$ cat src/rtl/dmem_arb_pkg.sv
// dmem_arb_pkg: shared types and constants for the DataMemory arbiter.
//   arb_state_e : arbiter FSM states (IDLE, ACCESS)
//   M0 / M1     : requester ids (MEM stage / loader-DMA)
//   F3_*        : RV32 load/store width codes; the arbiter only passes
//                 funct3 through, the names exist for requesters and benches.
package dmem_arb_pkg;

  typedef enum logic {
    IDLE   = 1'b0,
    ACCESS = 1'b1
  } arb_state_e;

  localparam logic M0 = 1'b0;
  localparam logic M1 = 1'b1;

  localparam logic [2:0] F3_LB  = 3'b000;
  localparam logic [2:0] F3_LH  = 3'b001;
  localparam logic [2:0] F3_LW  = 3'b010;
  localparam logic [2:0] F3_LBU = 3'b100;
  localparam logic [2:0] F3_LHU = 3'b101;
  localparam logic [2:0] F3_SB  = 3'b000;
  localparam logic [2:0] F3_SH  = 3'b001;
  localparam logic [2:0] F3_SW  = 3'b010;

endpackage

$ cat src/rtl/dmem_arbiter_if.sv
// dmem_arbiter_if: one requester's req/gnt port onto the DataMemory arbiter.
//   req, we, addr, wdata, funct3 : request fields, held stable until gnt
//   gnt    : one-cycle grant, fields sampled in this cycle
//   rvalid : one-cycle read-data-valid pulse (loads only)
//   rdata  : read data, valid while rvalid, held otherwise
// Modports: master = requester side, slave = arbiter side.
interface dmem_arbiter_if #(
  parameter int ADDR_W = 6,
  parameter int DATA_W = 32
);
  logic              req;
  logic              we;
  logic [ADDR_W-1:0] addr;
  logic [DATA_W-1:0] wdata;
  logic [2:0]        funct3;
  logic              gnt;
  logic              rvalid;
  logic [DATA_W-1:0] rdata;

  modport master (
    output req, we, addr, wdata, funct3,
    input  gnt, rvalid, rdata
  );

  modport slave (
    input  req, we, addr, wdata, funct3,
    output gnt, rvalid, rdata
  );
endinterface

$ cat src/rtl/dmem_arb_select.sv
// dmem_arb_select: winner selection for the DataMemory arbiter.
//   clk, rst_n     : clock, synchronous active-low reset
//   req0_i, req1_i : requests from m0 / m1
//   arb_i          : arbitration strobe (arbiter idle and out of reset)
//   win_id_o       : winning requester id (M0/M1)
//   win_valid_o    : a winner exists this cycle (equals the grant strobe)
// Default build: round-robin, pointer holds the last granted id and resets
// to M1 so m0 wins the first tie.
// With DMEM_ARB_M0_PRIORITY_EN defined: m0 has strict priority, and a
// saturating starvation counter forces an m1 grant after STARVE_MAX losses.
module dmem_arb_select
  import dmem_arb_pkg::*;
#(
  parameter int STARVE_MAX = 3
) (
  input  logic clk,
  input  logic rst_n,
  input  logic req0_i,
  input  logic req1_i,
  input  logic arb_i,
  output logic win_id_o,
  output logic win_valid_o
);

  assign win_valid_o = arb_i & (req0_i | req1_i);

`ifdef DMEM_ARB_M0_PRIORITY_EN
  localparam int CNT_W = (STARVE_MAX < 1) ? 1 : $clog2(STARVE_MAX + 1);
  localparam logic [CNT_W-1:0] CNT_MAX = CNT_W'(STARVE_MAX);

  logic [CNT_W-1:0] starve_q, starve_d;

  always_comb begin
    win_id_o = M0;
    if (req1_i && (starve_q == CNT_MAX)) begin
      win_id_o = M1;
    end else if (!req0_i) begin
      win_id_o = M1;
    end

    starve_d = starve_q;
    if (arb_i) begin
      // m1 absent or served: forget its history; m1 lost to m0: count it
      if (!req1_i || (win_id_o == M1)) begin
        starve_d = '0;
      end else if (starve_q != CNT_MAX) begin
        starve_d = starve_q + CNT_W'(1);
      end
    end
  end

  always_ff @(posedge clk) begin
    if (!rst_n) begin
      starve_q <= '0;
    end else begin
      starve_q <= starve_d;
    end
  end
`else
  logic last_q, last_d;

  always_comb begin
    if (req0_i && req1_i) begin
      win_id_o = (last_q == M1) ? M0 : M1;
    end else begin
      win_id_o = req0_i ? M0 : M1;
    end
    last_d = win_valid_o ? win_id_o : last_q;
  end

  always_ff @(posedge clk) begin
    if (!rst_n) begin
      last_q <= M1;
    end else begin
      last_q <= last_d;
    end
  end

  // STARVE_MAX only matters for the priority build
  logic unused_starve_max;
  assign unused_starve_max = ^STARVE_MAX;
`endif

endmodule

$ cat src/rtl/dmem_arbiter.sv
// dmem_arbiter: shares the single-port DataMemory between the MEM stage (m0)
// and the loader/debug DMA port (m1).
//   clk, rst_n  : system clock, synchronous active-low reset
//   m0, m1      : dmem_arbiter_if.slave requester ports
//   mem_addr    : DataMemory address
//   mem_read    : DataMemory MemRead, high only in ACCESS for loads
//   mem_write   : DataMemory MemWrite, high only in ACCESS for stores
//   mem_wdata   : DataMemory data_in
//   mem_funct3  : DataMemory function3 (passed through, not interpreted)
//   mem_rdata   : DataMemory data_out, combinational read of mem_addr
// Timing: gnt in cycle N (IDLE), memory strobe in N+1 (ACCESS), rvalid in
// N+2 for loads. A new grant may overlap the previous rvalid cycle.
// Optional build macro: DMEM_ARB_M0_PRIORITY_EN (m0 priority with m1
// starvation guard, see dmem_arb_select).
module dmem_arbiter
  import dmem_arb_pkg::*;
#(
  parameter int ADDR_W     = 6,
  parameter int DATA_W     = 32,
  parameter int STARVE_MAX = 3
) (
  input  logic              clk,
  input  logic              rst_n,
  dmem_arbiter_if.slave     m0,
  dmem_arbiter_if.slave     m1,
  output logic [ADDR_W-1:0] mem_addr,
  output logic              mem_read,
  output logic              mem_write,
  output logic [DATA_W-1:0] mem_wdata,
  output logic [2:0]        mem_funct3,
  input  logic [DATA_W-1:0] mem_rdata
);

  arb_state_e state_q, state_d;

  logic win_id, win_valid, arb;

  logic              id_q, we_q;
  logic [ADDR_W-1:0] addr_q;
  logic [DATA_W-1:0] wdata_q;
  logic [2:0]        f3_q;

  logic              we_d;
  logic [ADDR_W-1:0] addr_d;
  logic [DATA_W-1:0] wdata_d;
  logic [2:0]        f3_d;

  logic              rvalid0_q, rvalid1_q;
  logic [DATA_W-1:0] rdata0_q, rdata1_q;
  logic              load_done;

  // No grants while reset is asserted, even though state already reads IDLE
  assign arb = (state_q == IDLE) & rst_n;

  dmem_arb_select #(
    .STARVE_MAX (STARVE_MAX)
  ) u_select (
    .clk         (clk),
    .rst_n       (rst_n),
    .req0_i      (m0.req),
    .req1_i      (m1.req),
    .arb_i       (arb),
    .win_id_o    (win_id),
    .win_valid_o (win_valid)
  );

  always_comb begin
    state_d = state_q;
    case (state_q)
      IDLE:    if (win_valid) state_d = ACCESS;
      ACCESS:  state_d = IDLE;
      default: state_d = IDLE;
    endcase
  end

  always_comb begin
    we_d    = m0.we;
    addr_d  = m0.addr;
    wdata_d = m0.wdata;
    f3_d    = m0.funct3;
    if (win_id == M1) begin
      we_d    = m1.we;
      addr_d  = m1.addr;
      wdata_d = m1.wdata;
      f3_d    = m1.funct3;
    end
  end

  assign m0.gnt = win_valid & (win_id == M0);
  assign m1.gnt = win_valid & (win_id == M1);

  // Strobes decode the current state only, so a store in ACCESS still
  // commits when rst_n is low at the closing edge.
  assign mem_addr   = addr_q;
  assign mem_wdata  = wdata_q;
  assign mem_funct3 = f3_q;
  assign mem_write  = (state_q == ACCESS) &  we_q;
  assign mem_read   = (state_q == ACCESS) & ~we_q;

  assign load_done = (state_q == ACCESS) & ~we_q;

  always_ff @(posedge clk) begin
    if (!rst_n) begin
      state_q   <= IDLE;
      id_q      <= M0;
      we_q      <= 1'b0;
      addr_q    <= '0;
      wdata_q   <= '0;
      f3_q      <= '0;
      rvalid0_q <= 1'b0;
      rvalid1_q <= 1'b0;
      rdata0_q  <= '0;
      rdata1_q  <= '0;
    end else begin
      state_q <= state_d;
      if (win_valid) begin
        id_q    <= win_id;
        we_q    <= we_d;
        addr_q  <= addr_d;
        wdata_q <= wdata_d;
        f3_q    <= f3_d;
      end
      rvalid0_q <= load_done & (id_q == M0);
      rvalid1_q <= load_done & (id_q == M1);
      if (load_done && (id_q == M0)) rdata0_q <= mem_rdata;
      if (load_done && (id_q == M1)) rdata1_q <= mem_rdata;
    end
  end

  assign m0.rvalid = rvalid0_q;
  assign m0.rdata  = rdata0_q;
  assign m1.rvalid = rvalid1_q;
  assign m1.rdata  = rdata1_q;

endmodule

$ cat src/flat_wrapper.sv
// flat-port wrapper written by rule: the top's interface ports become plain ports
module dmem_arbiter_flat import dmem_arb_pkg::*;
#(
  parameter int ADDR_W     = 6,
  parameter int DATA_W     = 32,
  parameter int STARVE_MAX = 3
)
  (clk, rst_n, mem_addr, mem_read, mem_write, mem_wdata, mem_funct3, mem_rdata, m0_req, m0_we, m0_addr, m0_wdata, m0_funct3, m0_gnt, m0_rvalid, m0_rdata, m1_req, m1_we, m1_addr, m1_wdata, m1_funct3, m1_gnt, m1_rvalid, m1_rdata);
  dmem_arbiter_if #(.ADDR_W(ADDR_W), .DATA_W(DATA_W)) m0_i ();
  dmem_arbiter_if #(.ADDR_W(ADDR_W), .DATA_W(DATA_W)) m1_i ();
  input  logic clk;
  input  logic rst_n;
  output logic [ADDR_W-1:0] mem_addr;
  output logic mem_read;
  output logic mem_write;
  output logic [DATA_W-1:0] mem_wdata;
  output logic [2:0] mem_funct3;
  input  logic [DATA_W-1:0] mem_rdata;
  input wire logic [$bits(m0_i.req)-1:0] m0_req;
  input wire logic [$bits(m0_i.we)-1:0] m0_we;
  input wire logic [$bits(m0_i.addr)-1:0] m0_addr;
  input wire logic [$bits(m0_i.wdata)-1:0] m0_wdata;
  input wire logic [$bits(m0_i.funct3)-1:0] m0_funct3;
  output wire logic [$bits(m0_i.gnt)-1:0] m0_gnt;
  output wire logic [$bits(m0_i.rvalid)-1:0] m0_rvalid;
  output wire logic [$bits(m0_i.rdata)-1:0] m0_rdata;
  input wire logic [$bits(m1_i.req)-1:0] m1_req;
  input wire logic [$bits(m1_i.we)-1:0] m1_we;
  input wire logic [$bits(m1_i.addr)-1:0] m1_addr;
  input wire logic [$bits(m1_i.wdata)-1:0] m1_wdata;
  input wire logic [$bits(m1_i.funct3)-1:0] m1_funct3;
  output wire logic [$bits(m1_i.gnt)-1:0] m1_gnt;
  output wire logic [$bits(m1_i.rvalid)-1:0] m1_rvalid;
  output wire logic [$bits(m1_i.rdata)-1:0] m1_rdata;
  assign m0_i.req = m0_req;
  assign m0_i.we = m0_we;
  assign m0_i.addr = m0_addr;
  assign m0_i.wdata = m0_wdata;
  assign m0_i.funct3 = m0_funct3;
  assign m0_gnt = m0_i.gnt;
  assign m0_rvalid = m0_i.rvalid;
  assign m0_rdata = m0_i.rdata;
  assign m1_i.req = m1_req;
  assign m1_i.we = m1_we;
  assign m1_i.addr = m1_addr;
  assign m1_i.wdata = m1_wdata;
  assign m1_i.funct3 = m1_funct3;
  assign m1_gnt = m1_i.gnt;
  assign m1_rvalid = m1_i.rvalid;
  assign m1_rdata = m1_i.rdata;
  dmem_arbiter #(.ADDR_W(ADDR_W), .DATA_W(DATA_W), .STARVE_MAX(STARVE_MAX)) u_core (.clk(clk), .rst_n(rst_n), .m0(m0_i), .m1(m1_i), .mem_addr(mem_addr), .mem_read(mem_read), .mem_write(mem_write), .mem_wdata(mem_wdata), .mem_funct3(mem_funct3), .mem_rdata(mem_rdata));
endmodule
$ cat config.mk
export PLATFORM = sky130hd
export DESIGN_NAME = dmem_arbiter_flat
export DESIGN_NICKNAME = d
export VERILOG_FILES = /design/src/rtl/dmem_arb_pkg.sv /design/src/rtl/dmem_arbiter_if.sv /design/src/rtl/dmem_arb_select.sv /design/src/rtl/dmem_arbiter.sv /design/src/flat_wrapper.sv
export SDC_FILE = /design/constraint.sdc
export NUM_CORES = 1
export LEC_CHECK = 0
export CAP_MARGIN = 20
export CORE_MARGIN = 4
export CORE_UTILIZATION = 43
export DETAILED_ROUTE_END_ITERATION = 12
export PLACE_DENSITY = 0.86
export SYNTH_ARGS = -nofsm -noshare
export SYNTH_HDL_FRONTEND = slang
export SYNTH_HIERARCHICAL = 1
export SYNTH_SLANG_ARGS = --single-unit
$ cat constraint.sdc
create_clock -name clk -period 2.3 [get_ports clk]
set_clock_uncertainty 0.2 [all_clocks]
set_input_delay 0.23 -clock clk [delete_from_list [all_inputs] [get_ports clk]]
set_output_delay 0.23 -clock clk [all_outputs]
set_load 0.05 [all_outputs]
### Clock network drawn from the DEF, run 1

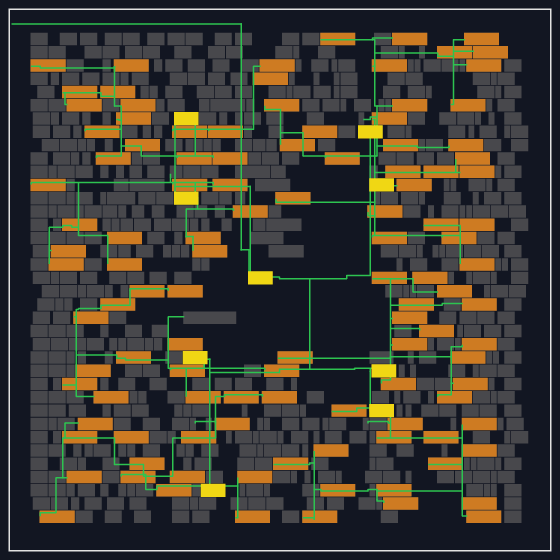
[yellow] clock drivers | count: 9
[green] clock wires | length: 1260 µm
[orange] flip-flops | count: 111
flops lie	spread over the die

### Cell outlines without signal wires, run 1

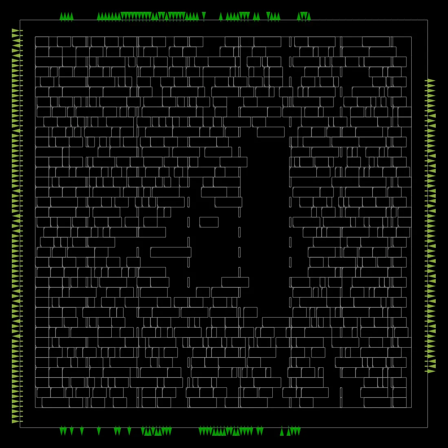
Core Area: 10280 µm²
final core occ: 68.27%
non-filler cells, final: 807

### Floorplan with the power grid, run 1

Pins as bars on the die edge. Tap cells in grey.
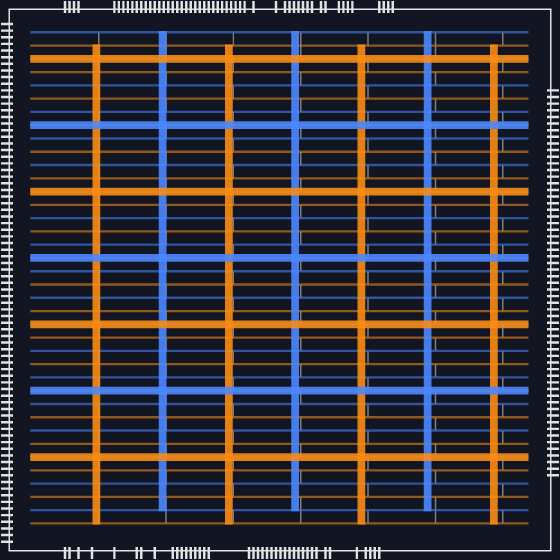
colour	net
blue	VDD
orange	VSS
signal pins	231
tap cells	136
rows	37

==> qor.yml, run 1 <==
setup_violations: 0
fp_util_pct: 44.08
cts_sinks: 111
layout.nets: 786
taps: 136
end_kind: "output pin"
area_leaders: "dfxtp_1, mux2i_1, nand2_1, a21oi_1, o21ai_0"
p_leak_nw: 2.896
buffers: 240
synth_flop_count: 111
outcome: "finished, final reports clean"
clk_pin_slew_ns: 0.09
common_cells: "dfxtp_1, mux2i_1, nand2_1"
sh_comb_area_pct: 28.28
cts_resized: 0
n_clock_buffer: 13
syn-cell-area_um2: 4531
hp-class: "primary input to flop"
nFillCells: 797
cts_setup_buffers: 0
final_cell_mix: "clkdlybuf4s50_1, dfxtp_1, mux2i_1"
required_ns: 1.87
min_path_cells: 3
hold_viol: 0
dp.cells: 791
sh_seq_area_pct: 31.67
gr-total-overflow: 0
power_density_nw_per_um2: 611.9
dpl.hpwl_um: 9666
first_pass_iters: 4
crit_fanout: 5
r2r_cells: 5
netlist.top_cell.by_area: "dfxtp_1"
warnings: 28
drt-vias-per-instance: 4.949
cp-endpoint: "mem_read"
place_congestion: 0.7551
die-area_um2: 12240
cts_root_buf: "clkbuf_8"
worstReg2RegStart: "u_core/state_q"
grtUsageMet1_pct: 22.81
avgSynthCellArea_um2: 10.00
crit_path_start_kind: "flop"
vias: 3994
fp_nets: 573
final_common_cell: "clkdlybuf4s50_1"
fmax_mhz: 452.6
r2r_slack_ns: 0.37
startpoint: "u_core/we_q"
synth.distinct_cells: 23
ir_drop_uv: 331.8
hold-path-endpoint: "u_core/state_q"
worstHoldStart: "rst_n"
wl_per_cell_um: 15.90
wl_um: 12830
mi_logic_area_um2: 1984
diodes: 0
worstMarginPinSlew_ns: 0.6573
gr-usage-met3_pct: 7.616
top_cell_area_share_pct: 49.05
clock_path_buffers: 2
rsz0062_at_grt: "false"
postRouteAntennaNets: 0
top_usage_layer: "met2"
port_buffers: 230
-- run 1: metrics by stage --
stage / hold slack [ns] / instance area (µm²) / worst slack [ns] / utilization (%) / power (mW)
6_report: 0.1383 / 7017 / 0.09047 / 68.27 / 4.294
2_1_floorplan: 0.08918 / 4531 / 0.1559 / - / 2.734
5_1_grt: 0.1465 / 7017 / 0.01877 / 68.27 / 4.500
4_1_cts: 0.1182 / 7017 / 0.05179 / 68.27 / 4.338
3_3_place_gp: 0.2411 / 6825 / 0.3375 / 66.41 / 3.163
3_5_place_dp: 0.2465 / 6825 / 0.2129 / 66.41 / 3.185
-- run 1: layer usage --
layer	part of all wire [%]	vias to the layer above
li1	-	1969
met1	39	1855
met2	51	161
met3	8.4	9
met4	0.86	0
met5	0	-
-- run 1: kinds of logic after synthesis --
family | Yosys count | share of synthesized area [%]
compound gates | 89 | 10.02
buf+inv | 39 | 7.567
flops | 111 | 49.05
mux | 106 | 23.42
simple gates | 108 | 9.942
-- run 1: flip-flops by register name, indices dropped and copies added (netlist names) --
register	cells
u_core/we_q	1
u_core/u_select/last_q	1
u_core/m0.rdata	32
u_core/m1.rdata	32
u_core/mem_funct3	3
u_core/state_q	1
u_core/mem_wdata	32
u_core/id_q	1
u_core/m0.rvalid	1
u_core/m1.rvalid	1
u_core/mem_addr	6
-- run 1: where the power goes --
part	switching [mW]	total, mW	internal, mW
clock	0.619	1.15	0.535
sequential	0.0547	2.07	2.02
combinational	0.604	1.07	0.464
-- run 1: critical path, cell delays in order (launching register included) --
cell and delay [ns]:
dfxtp_1 0.37, and2b_2 0.24, clkdlybuf4s50_1 0.81
## Run 2: what changed since run 1
--- a/config.mk
+++ b/config.mk
@@ -7,9 +7,10 @@
 export LEC_CHECK = 0
 export CAP_MARGIN = 20
 export CORE_MARGIN = 4
-export CORE_UTILIZATION = 43
+export CORE_UTILIZATION = 44
+export CTS_BUF_LIST = sky130_fd_sc_hd__clkbuf_2 sky130_fd_sc_hd__clkbuf_4 sky130_fd_sc_hd__clkbuf_8
 export DETAILED_ROUTE_END_ITERATION = 12
-export PLACE_DENSITY = 0.86
+export PLACE_DENSITY = 0.87
 export SYNTH_ARGS = -nofsm -noshare
 export SYNTH_HDL_FRONTEND = slang
 export SYNTH_HIERARCHICAL = 1
### Placement by cell class, run 2

The bar under the picture is 20 µm long. Fill, decap, tap and diode cells in grey.
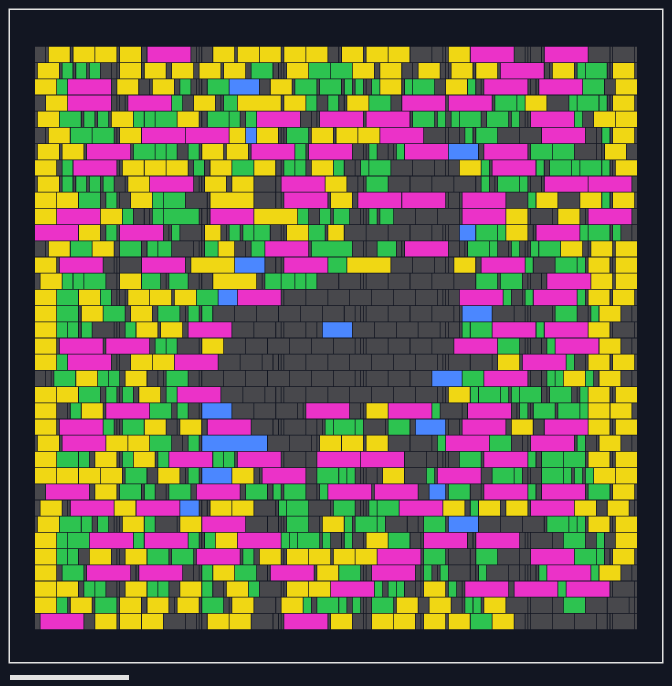
colour	class	cells	share of their area
magenta	sequential cells	111	32%
blue	clock drivers and dummy loads	16	3.0%
yellow	remaining buffers and delay cells	237	35%
green	combinational and other logic	304	29%

### The metal 2 layer, run 2

The bar under the picture is 20 µm long.
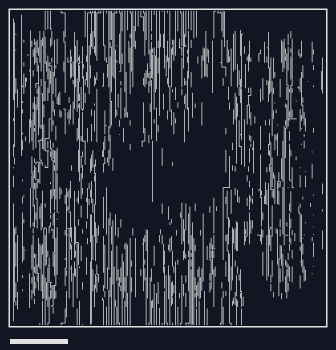
share of all routed wire	49%
longest straight run	48.8 µm
wire length on this layer	6210 µm

### Cell outlines without signal wires, run 2

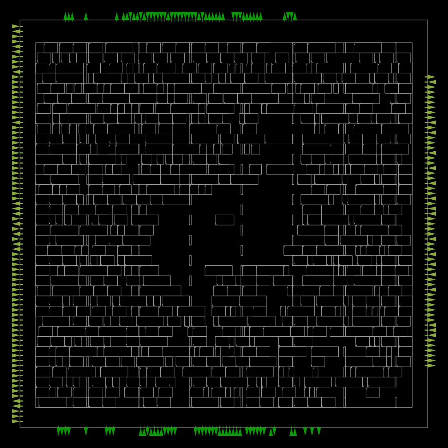
Seq area share: 31.73%
FP Rows: 36
Core Area: 9910 µm²
final core occ: 70.68%

==> run 2 against run 1 <==
Net effect:
- die size decreased by 2.1%
- highest routed layer unchanged
- cell count decreased by 0.74%
- maximum frequency decreased by 0.65%
- largest cell class unchanged
- cell area decreased by 0.18%
- global-route usage shrank 0.25 points
- combinational power about the same
- area after synthesis is the same
- clock-buffer cell count shrank 3
- first-iteration DRC count fell by 1.1%
- sequential share of layout area rose by 0.057 points
- routed wire length is 1.7% lower
==> qor.yml, run 2 <==
ir_drop_uv: 357.9  # was 331.8 µV
clock_path_buffers: 2  # unchanged
place_area_um2: 6799  # was 6825 µm²
design_area_um2: 7004  # was 7017 µm²
fp_util_pct: 45.72  # was 44.08%
place_congestion: 0.7394  # was 0.7551
rsz0062_at_grt: "false"  # unchanged
warnings: 28  # unchanged
setup_violations: 0  # unchanged
pg_comb_mw: 1.06  # was 1.07 mW
area_leaders: "dfxtp_1, mux2i_1, nand2_1, a21oi_1, o21ai_0"  # unchanged
outcome: "finished, final reports clean"  # unchanged
dpl.hpwl_um: 9408  # was 9666 µm
worstMarginPinSlew_ns: 0.5720  # was 0.6573 ns
pwr-share-seq_pct: 48.0  # was 48.3%
cts_resized: 0  # unchanged
cts_root_buf: "clkbuf_8"  # unchanged
postRouteAntennaNets: 0  # unchanged
pwr-share-comb_pct: 24.6  # was 24.9%
crit_fanout: 5  # unchanged
hp-class: "primary input to flop"  # unchanged
cts_tree: "yes"  # unchanged
power_mw: 4.317  # was 4.294 mW
port_buffers: 230  # unchanged
common_cells: "dfxtp_1, mux2i_1, nand2_1"  # unchanged
p_seq_mw: 2.07  # about the same
drt-vias-per-instance: 4.898  # was 4.949
cts_sinks: 111  # unchanged
p_sw_mw: 1.300  # was 1.277 mW
pwr-share-clk_pct: 27.5  # was 26.9%
fmax_mhz: 449.6  # was 452.6 MHz
wl_um: 12620  # was 12830 µm
die-area_um2: 11980  # was 12240 µm²
max_stage_delay_ns: 0.83  # was 0.81 ns
hold_viol: 0  # unchanged
vias: 3923  # was 3994
drv_cap: 0  # unchanged
switching_share_pct: 30.11  # was 29.74%
fp_nets: 573  # unchanged
diodes: 0  # unchanged
setup_tns_ns: 0  # unchanged
cts_setup_buffers: 0  # unchanged
avgSynthCellArea_um2: 10.00  # unchanged
clk_pin_slew_ns: 0.09  # about the same
wl_per_cell_um: 15.76  # was 15.90 µm
end_kind: "output pin"  # unchanged
required_ns: 1.87  # about the same
clk-power_mw: 1.19  # was 1.15 mW
p_leak_nw: 2.888  # was 2.896 nW
ys_cells: 453  # unchanged
synth_flop_count: 111  # unchanged
crit_path_start_kind: "flop"  # unchanged
final_cell_mix: "clkdlybuf4s50_1, dfxtp_1, mux2i_1"  # unchanged
top_cell_area_share_pct: 49.05  # unchanged
syn-cell-area_um2: 4531  # unchanged
power-top-group: "registers"  # unchanged
power_density_nw_per_um2: 616.3  # was 611.9 nW/µm²
final_common_cell: "clkdlybuf4s50_1"  # unchanged
crit_chain: "and2b_2, clkdlybuf4s50_1"  # unchanged
p_int_mw: 3.017  # about the same
synth.distinct_cells: 23  # unchanged
slowest_stage: "clkdlybuf4s50_1"  # unchanged
gr-total-overflow: 0  # unchanged
layout.nets: 783  # was 786
first_pass_iters: 4  # unchanged
netlist.top_cell.by_area: "dfxtp_1"  # unchanged
==> run 2: cell counts after synthesis <==
No cell type changed its count.
==> run 2: logic make-up (layout without fill, tap and decap cells) <==
family / Yosys count / in the layout / synth area share, %
and+or+nand+nor: 108 / 108 / 9.942
AOI/OAI and AO/OA: 89 / 89 / 10.02
buffers and inverters: 39 / 254 / 7.567
DFF: 111 / 111 / 49.05
muxes: 106 / 106 / 23.42
==> run 2: per-layer routing <==
| metal | global-route usage [%] | part of all wire [%] | vias up |
|---|---|---|---|
| li1 | - | - | 1963 |
| met3 | 7.399 | 11 | 16 |
| met4 | 8.103 | 1.9 | 0 |
| met1 | 23.10 | 38 | 1772 |
| met2 | 35.40 | 49 | 172 |
| met5 | 0 | 0 | - |
==> run 2: worst paths after layout <==
kind,from,to,slack (ns),depth (start not counted)
max reg2reg,u_core/state_q,u_core/mem_wdata[0],0.59,5
min,rst_n,u_core/state_q,0.11,3
max,u_core/we_q,mem_read,0.08,2
min reg2reg,u_core/m0.rdata[11],u_core/m0.rdata[11],0.26,2
==> run 2: final cells by class <==
type | instances | area (µm²)
tap | 133 | 166.4
clock inverter | 6 | 67.56
sequential | 111 | 2222
multi-input combinational | 303 | 1984
inverter | 1 | 3.754
clock buffer | 10 | 137.6
fill | 719 | 2905
timing repair buffer | 237 | 2422
==> run 2: worst max-delay path: cells and delay by family, from the launching register on <==
family / cells / cell delay [ns]
buffers and inverters: 1 / 0.83
DFF: 1 / 0.36
and+or+nand+nor: 1 / 0.25
==> run 2: through the flow <==
stage	setup WS [ns]	util, %	instances	hold WS [ns]
detailed placement	0.2786	68.61	785	0.2499
floorplan	0.1559	-	453	0.08918
CTS	0.04619	70.68	801	0.08844
global placement	0.3039	68.61	785	0.2430
finish	0.07599	70.68	801	0.1098
global route	0.01122	70.68	801	0.1405
Power is estimated from default activity; no workload was simulated.
